The metal 1 layer:
Cells faint in the background.
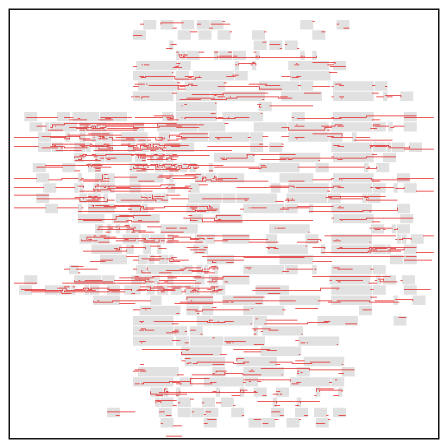
Signal wires on met2:
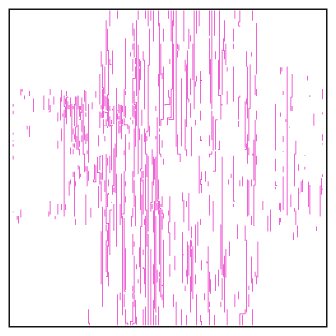
Signal wires on met3:
Cells faint in the background.
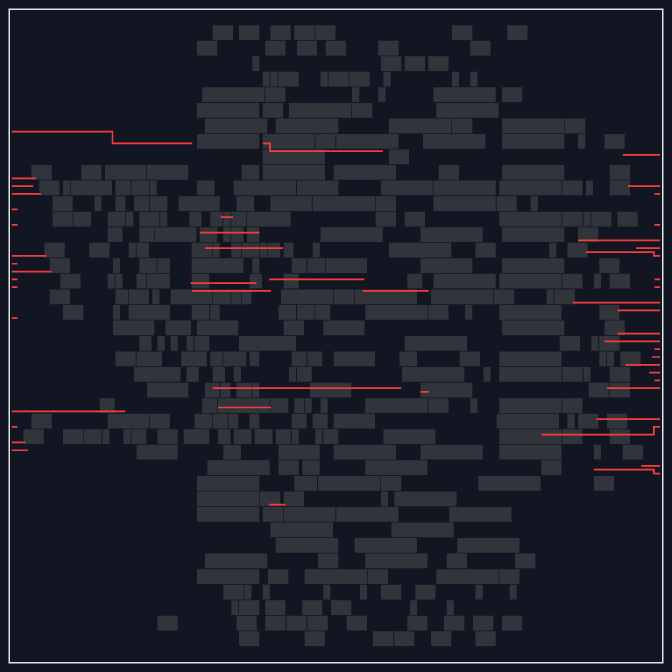
Design instr_fetch, sky130hd; sources not shown.
==> results.txt <==
Status of the implementation.

- Of the total power, registers draw 0.445.
- The number of distinct library cell variants in the gate-level netlist after synthesis is around 53, for reference.
- The level count of the clock H-tree is 3, for reference.
- The fraction of synthesized cell area in xor and xnor cells is 0.0255, for reference.
- The number of optimization iterations in the first detailed-route pass is 4, for reference.
- The layout report lists the non-clock buffer share of cell area as 0.175.
- The met1 routed wirelength after detailed routing is between 3000 and 4000 µm, for reference.
- Summed over all layers, the global routing overflow is 0.
- After the first detailed-routing iteration, the DRC count stood at 119.
- Cell internal power was estimated by the tool at about 0.00051 W.
- The max-slew violation total from the final report is 0, for reference.
- For this run, the script counts the antenna cells in the layout as 0.
- The endpoint class of the critical path is a primary output, for reference.
- The final layout report lists a non-clock buffer count of 87.
- The switching part of the total is 0.276, for reference.
- In this run the top signal layer used is met4.
- The layout report gives the multi-input gate share of total cell area as 0.241.
- The leading cell category by total area is flip-flops and latches, for reference.
- The worst hold slack across all endpoints is approximately 0.54 ns, for reference.
- The flow ran to the end, and the final reports show no timing, DRC or antenna violations.
- The layout summary lists the proportion of cells stronger than drive strength 1 as 0.0712.
- The number of global-route vias before repair is between 2000 and 2500, for reference.
- The post-detailed-route DRC marker count is 0, for reference.
- No sink is reached through more buffers than the 2 on the longest clock path.
- Per the detail_route report, routed wire per instance is 15.1 µm.
- Looking at the worst setup and hold paths, the clock pins of their registers show a slew of roughly 0.060 ns.
- Setup slack on the critical path of the routed design comes to about 6.8 ns.
- The tap cell instance count is ~150, for reference.
- Clock tree synthesis selected as its root buffer the cell sky130_fd_sc_hd__clkbuf_16.
- The wire-length estimate of the detail-placed layout is between 5000 and 6000 µm.
- The initial antenna violation count is 0, for reference.
- The count of inverters other than clock inverters in the layout is 8, for reference.
- The most used flip-flop cell after synthesis is sky130_fd_sc_hd__edfxtp_1, for reference.
- Of the synthesized area, sequential elements account for 0.644.
- The adder and majority cell fraction of the synthesized area is 0.0103, for reference.
- The number of multi-input combinational cells in the layout is 169.
- The clock arrives with approximately 0.0075 ns of skew.
- The layout stage reports a final design area of around 0.0049 mm².
- The post-CTS hold buffer count recorded in the log is 0.
- Dividing the detail-routed via count by the number of cells gives about 4.7.
- The die footprint is 0.0130 mm², for reference.
- The required arrival time at the worst endpoint is between 9 and 10 ns, for reference.
- The static leakage power is about 1.6 nW, for reference.
- The max-slew check reports its worst relative slack as 0.325.
- The number of endpoints failing setup at the final stage is 0, for reference.
- The category of the worst setup path launch point is a flip-flop, for reference.
- The number of cells on the worst hold path is 2, for reference.
- In the global route stage, overall resource usage came out at 0.122.
- The final-layout fill cell count is between 1000 and 1500, for reference.
- After clock tree synthesis, the setup repair step added 0 buffers.
## Picture notes: 'the metal 1 layer'
The longest straight run is 53.8 µm. The wires run mostly horizontal. The layer holds 43% of the routed length. 365 nets have wire on it. The layer carries 3350 µm of wire.
global-route met1 utilization: 0.151
sum of routed wire length over all layers: 7730 µm
via total after detailed routing: 2387

## Picture notes: 'signal wires on met2'
The longest straight run is 53.7 µm. The layer holds 51% of the routed length. 322 nets have wire on it. The layer carries 3920 µm of wire.
met2 Use GR: 0.207

## Picture notes: 'signal wires on met3'
The longest straight run is 32.7 µm. 44 nets have wire on it.
global routing usage on met3: 0.0323

==> critical path, cell delays in order, from the launching register on <==
cell and delay (ns):
sky130_fd_sc_hd__dfxtp_2 0.97, sky130_fd_sc_hd__mux2i_1 0.17, sky130_fd_sc_hd__nor2_1 0.17, sky130_fd_sc_hd__clkdlybuf4s50_1 1.16
==> placed cells by master (no fill, tap or decap), drive strengths merged, types with 4 or more instances in the layout <==
master	instances
nor2	49
mux2i	33
nor3	4
nand3	4
clkdlybuf4s50	85
nand2	8
xnor2	6
edfxtp	64
dfxtp	21
inv	10
a211oi	10
clkbuf	9
a21oi	4
Power and IR drop assume default switching activity.
